[src/rtl/rom_port_arbiter.sv]
// rom_port_arbiter
//   Shares the single read port of one ROM between two requesters:
//   port 0 (core fetch/operand reads) and port 1 (loader/debug reader).
//   Only one ROM access is in flight at a time. Ties are broken round-robin,
//   or always in favour of port 0 when FIXED=1. Each completed access
//   produces a one-cycle valid pulse on the served port. The captured
//   data/error pair is shared by both ports.
//
// Ports
//   clk, reset            clock (rising edge) / asynchronous active-low reset
//   reqN                  read request, held by the requester until validN
//   addrN, extraN         read address and extra/size field for port N
//   loN, hiN              bounds forwarded to the ROM for port N
//   gntN                  one-cycle pulse: port N's request was issued to the ROM
//   validN                one-cycle pulse: data/error belong to port N
//   data, error           captured ROM result; held until the next capture
//   rom_addr, rom_extra,
//   rom_lower_bound,
//   rom_upper_bound       registered request presented to the ROM
//   rom_data, rom_error   ROM result, sampled LATENCY cycles after issue
module rom_port_arbiter #(
  parameter int AW      = 6,
  parameter int EXTRA   = 4,
  parameter int LATENCY = 1,
  parameter int FIXED   = 0
) (
  input  logic                      clk,
  input  logic                      reset,
  input  logic                      req0,
  input  logic                      req1,
  input  logic [AW:0]               addr0,
  input  logic [AW:0]               addr1,
  input  logic [EXTRA-1:0]          extra0,
  input  logic [EXTRA-1:0]          extra1,
  input  logic [AW:0]               lo0,
  input  logic [AW:0]               lo1,
  input  logic [AW:0]               hi0,
  input  logic [AW:0]               hi1,
  output logic                      gnt0,
  output logic                      gnt1,
  output logic                      valid0,
  output logic                      valid1,
  output logic [(2**EXTRA)*8-1:0]   data,
  output logic                      error,
  output logic [AW:0]               rom_addr,
  output logic [EXTRA-1:0]          rom_extra,
  output logic [AW:0]               rom_lower_bound,
  output logic [AW:0]               rom_upper_bound,
  input  logic [(2**EXTRA)*8-1:0]   rom_data,
  input  logic                      rom_error
);

  localparam int DW = (2**EXTRA)*8;
  localparam int CW = (LATENCY > 1) ? $clog2(LATENCY) : 1;
  localparam logic [CW-1:0] CNT_LOAD = CW'(LATENCY - 1);
  localparam logic [CW-1:0] CNT_ONE  = CW'(1);
  localparam logic          IS_FIXED = (FIXED != 0);

  localparam logic [1:0] ST_IDLE  = 2'd0;
  localparam logic [1:0] ST_ISSUE = 2'd1;
  localparam logic [1:0] ST_WAIT  = 2'd2;
  localparam logic [1:0] ST_RESP  = 2'd3;

  logic [1:0]       state_r;
  logic             last_r;     // last port served; the other port wins a tie
  logic             served_r;   // port owning the in-flight access
  logic [CW-1:0]    cnt_r;

  logic             in_resp_s;
  logic             cand0_s;
  logic             cand1_s;
  logic             hold_s;
  logic             go_s;
  logic             pick_s;
  logic [AW:0]      sel_addr_s;
  logic [EXTRA-1:0] sel_extra_s;
  logic [AW:0]      sel_lo_s;
  logic [AW:0]      sel_hi_s;

  // Arbitration: choose the next port and the request fields to latch
  always_comb begin
    in_resp_s = (state_r == ST_RESP);
    // The served port still holds req during RESP; that request is already
    // satisfied, so it must not compete.
    cand0_s = req0 & ~(in_resp_s & ~served_r);
    cand1_s = req1 & ~(in_resp_s & served_r);
    // With fixed priority, port 1 must not slip in during RESP while port 0
    // still requests; port 0 is picked again from IDLE on the next cycle.
    hold_s = IS_FIXED & in_resp_s & ~served_r & req0;
    go_s   = (cand0_s | cand1_s) & ~hold_s;
    if (cand0_s && cand1_s) begin
      pick_s = IS_FIXED ? 1'b0 : ~last_r;
    end else begin
      pick_s = cand1_s;
    end
    sel_addr_s  = pick_s ? addr1  : addr0;
    sel_extra_s = pick_s ? extra1 : extra0;
    sel_lo_s    = pick_s ? lo1    : lo0;
    sel_hi_s    = pick_s ? hi1    : hi0;
  end

  // Access sequencer: IDLE -> ISSUE -> WAIT -> RESP -> (ISSUE | IDLE)
  always_ff @(posedge clk or negedge reset) begin
    if (!reset) begin
      state_r         <= ST_IDLE;
      last_r          <= 1'b1;
      served_r        <= 1'b0;
      cnt_r           <= {CW{1'b0}};
      gnt0            <= 1'b0;
      gnt1            <= 1'b0;
      valid0          <= 1'b0;
      valid1          <= 1'b0;
      data            <= {DW{1'b0}};
      error           <= 1'b0;
      rom_addr        <= {(AW+1){1'b0}};
      rom_extra       <= {EXTRA{1'b0}};
      rom_lower_bound <= {(AW+1){1'b0}};
      rom_upper_bound <= {(AW+1){1'b0}};
    end else begin
      gnt0   <= 1'b0;
      gnt1   <= 1'b0;
      valid0 <= 1'b0;
      valid1 <= 1'b0;
      case (state_r)
        ST_IDLE, ST_RESP: begin
          if (go_s) begin
            state_r         <= ST_ISSUE;
            served_r        <= pick_s;
            gnt0            <= ~pick_s;
            gnt1            <= pick_s;
            rom_addr        <= sel_addr_s;
            rom_extra       <= sel_extra_s;
            rom_lower_bound <= sel_lo_s;
            rom_upper_bound <= sel_hi_s;
          end else begin
            state_r <= ST_IDLE;
          end
        end
        ST_ISSUE: begin
          cnt_r   <= CNT_LOAD;
          state_r <= ST_WAIT;
        end
        ST_WAIT: begin
          if (cnt_r == {CW{1'b0}}) begin
            data    <= rom_data;
            error   <= rom_error;
            valid0  <= ~served_r;
            valid1  <= served_r;
            last_r  <= served_r;
            state_r <= ST_RESP;
          end else begin
            cnt_r <= cnt_r - CNT_ONE;
          end
        end
        default: begin
          state_r <= ST_IDLE;
        end
      endcase
    end
  end

endmodule

[config.mk]
export PLATFORM = sky130hd
export DESIGN_NAME = rom_port_arbiter
export DESIGN_NICKNAME = d
export VERILOG_FILES = /design/src/rtl/rom_port_arbiter.sv
export SDC_FILE = /design/constraint.sdc
export NUM_CORES = 1
export LEC_CHECK = 0
export CORE_ASPECT_RATIO = 1.4
export CORE_MARGIN = 5
export CORE_UTILIZATION = 40
export CTS_CLUSTER_DIAMETER = 50
export DETAILED_ROUTE_END_ITERATION = 7
export GPL_ROUTABILITY_DRIVEN = 0
export GPL_TIMING_DRIVEN = 0
export PLACE_DENSITY = 0.82
export SLEW_MARGIN = 20
export SYNTH_ARGS = -nofsm -noshare
export SYNTH_HDL_FRONTEND = slang
export SYNTH_SLANG_ARGS = --single-unit
[constraint.sdc]
create_clock -name clk -period 4.34 [get_ports clk]
set_input_delay 0.651 -clock clk [delete_from_list [all_inputs] [get_ports clk]]
set_output_delay 0.651 -clock clk [all_outputs]
set_load 0.01 [all_outputs]
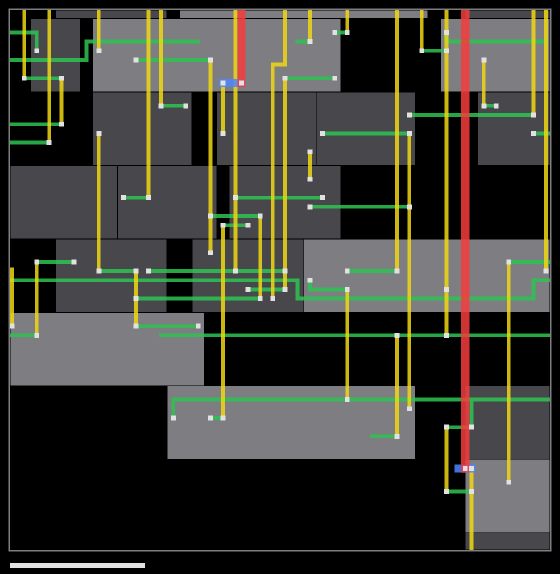
Fig. 1. A small window of the routed layout.
The bar under the picture is 5 um long. Region (48, 100) to (68, 120) um. Cells in grey, sequential cells in the stronger grey; small squares are vias.
[met2] yellow
[met4] red
[met1] green
[met3] blue
netlist names of flops here include: `data` (4)
cells with their middle in the window: 14
sequential cells in the window: 4
most frequent: mux2_2 (4), dfrtp_1 (4), clkdlybuf4s50_1 (4)

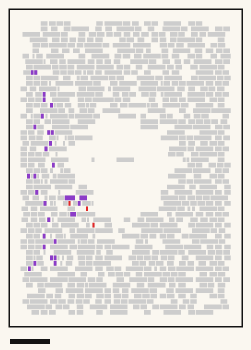
Fig. 2. Logic cells by family.
The bar under the picture is 20 um long.
[inverters] red | cells: 3 | most used: inv_1
[inverting AOI/OAI gates] purple | cells: 29 | most used: o21ai_1

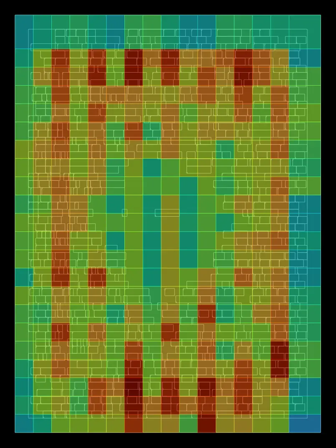
Fig. 3. Congestion heat map.
met3 Usage GRT: 0.05239
global routing usage on met2: 0.3805
grt peak-use layer: met2

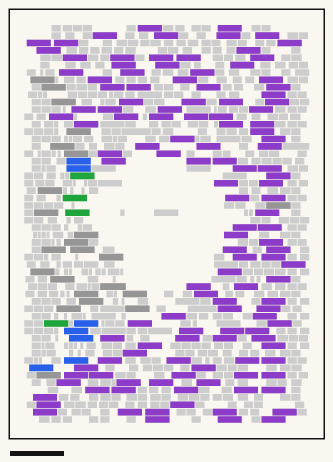
Fig. 4. Where the registers sit.
The bar under the picture is 20 um long. Other sequential cells in the stronger grey, the rest of the logic in the fainter grey.
[`rom_extra`] green | placed flops: 4 | where: left middle
[`data`] purple | placed flops: 128
[`rom_addr`] blue | placed flops: 7
not coloured: 23
flop share of the area: 0.3863
Reg area: 4055 um2
final core utilization: 0.6784
Sequential Power: 0.00271 W

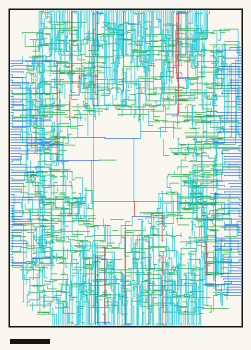
Fig. 5. Signal wires by layer.
The bar under the picture is 20 um long.
[met3] blue | wire length: 1420 um
[met2] cyan | wire length: 10400 um
[met4] red | wire length: 724 um
[met1] green | wire length: 6310 um
GRT Total Usage: 0.2041
WL/cell: 19.34 um
DR vias: 4667
Post-Route WL: 18.86 mm

==> run_results.csv <==
group,metric,value,unit
setup_path,path_cells,"clkdlybuf4s50_1",
floorplanning,io_pins,341,
cells_and_area,layout.cells.non_filler,975,
power,p_comb,0.00397,W
cells_and_area,logic_area,2032,um2
final_timing,fin_crit,2.009,ns
synthesis,ys.flops,162,
synthesis,avgSynthCellArea,15.35,um2
synthesis,syn-instance-count,406,
floorplanning,fp-utilization,0.4027,
synthesis,mux_share,0.2733,
setup_path,startpoint,"data[10]$_DFFE_PN0P_",
job,maxCapViolCount,0,
setup_path,critPathBufInv,1,
outcome,status,"finished, final reports clean",
final_timing,setup_viol,0,
routing,first_pass_iters,4,
global_routing,grt.met1_usage,0.2097,
power,powerDensity,777.9,nW/um2
synthesis,edf_count,0,
setup_path,slowest_delay,0.60,ns
final_timing,skew,0.01129,ns
final_timing,slew_viol_final,0,
final_timing,worst_slew_pin_slew,0.6077,ns
power,p_int,0.005532,W
power,sw_frac_of_total,0.3225,
cells_and_area,largest_reg_flops,128,
cells_and_area,clkbuf_count,19,
cells_and_area,mostFrequentLayoutCell,"clkdlybuf4s50_1",
final_timing,max_freq,497.7,MHz
synthesis,yosysUniqueCellTypes,19,
synthesis,yosysChipArea,6231,um2
floorplanning,row_count,54,
power,combPwrFrac,0.486,
setup_path,reg2reg_depth,6,
setup_path,reg2reg_to,"data[19]$_DFFE_PN0P_",
placed_design,portBuffers,340,
setup_path,critPathSlowestCell,"clkdlybuf4s50_1",
No activity file was given, so power comes from the tool's default toggle rates.
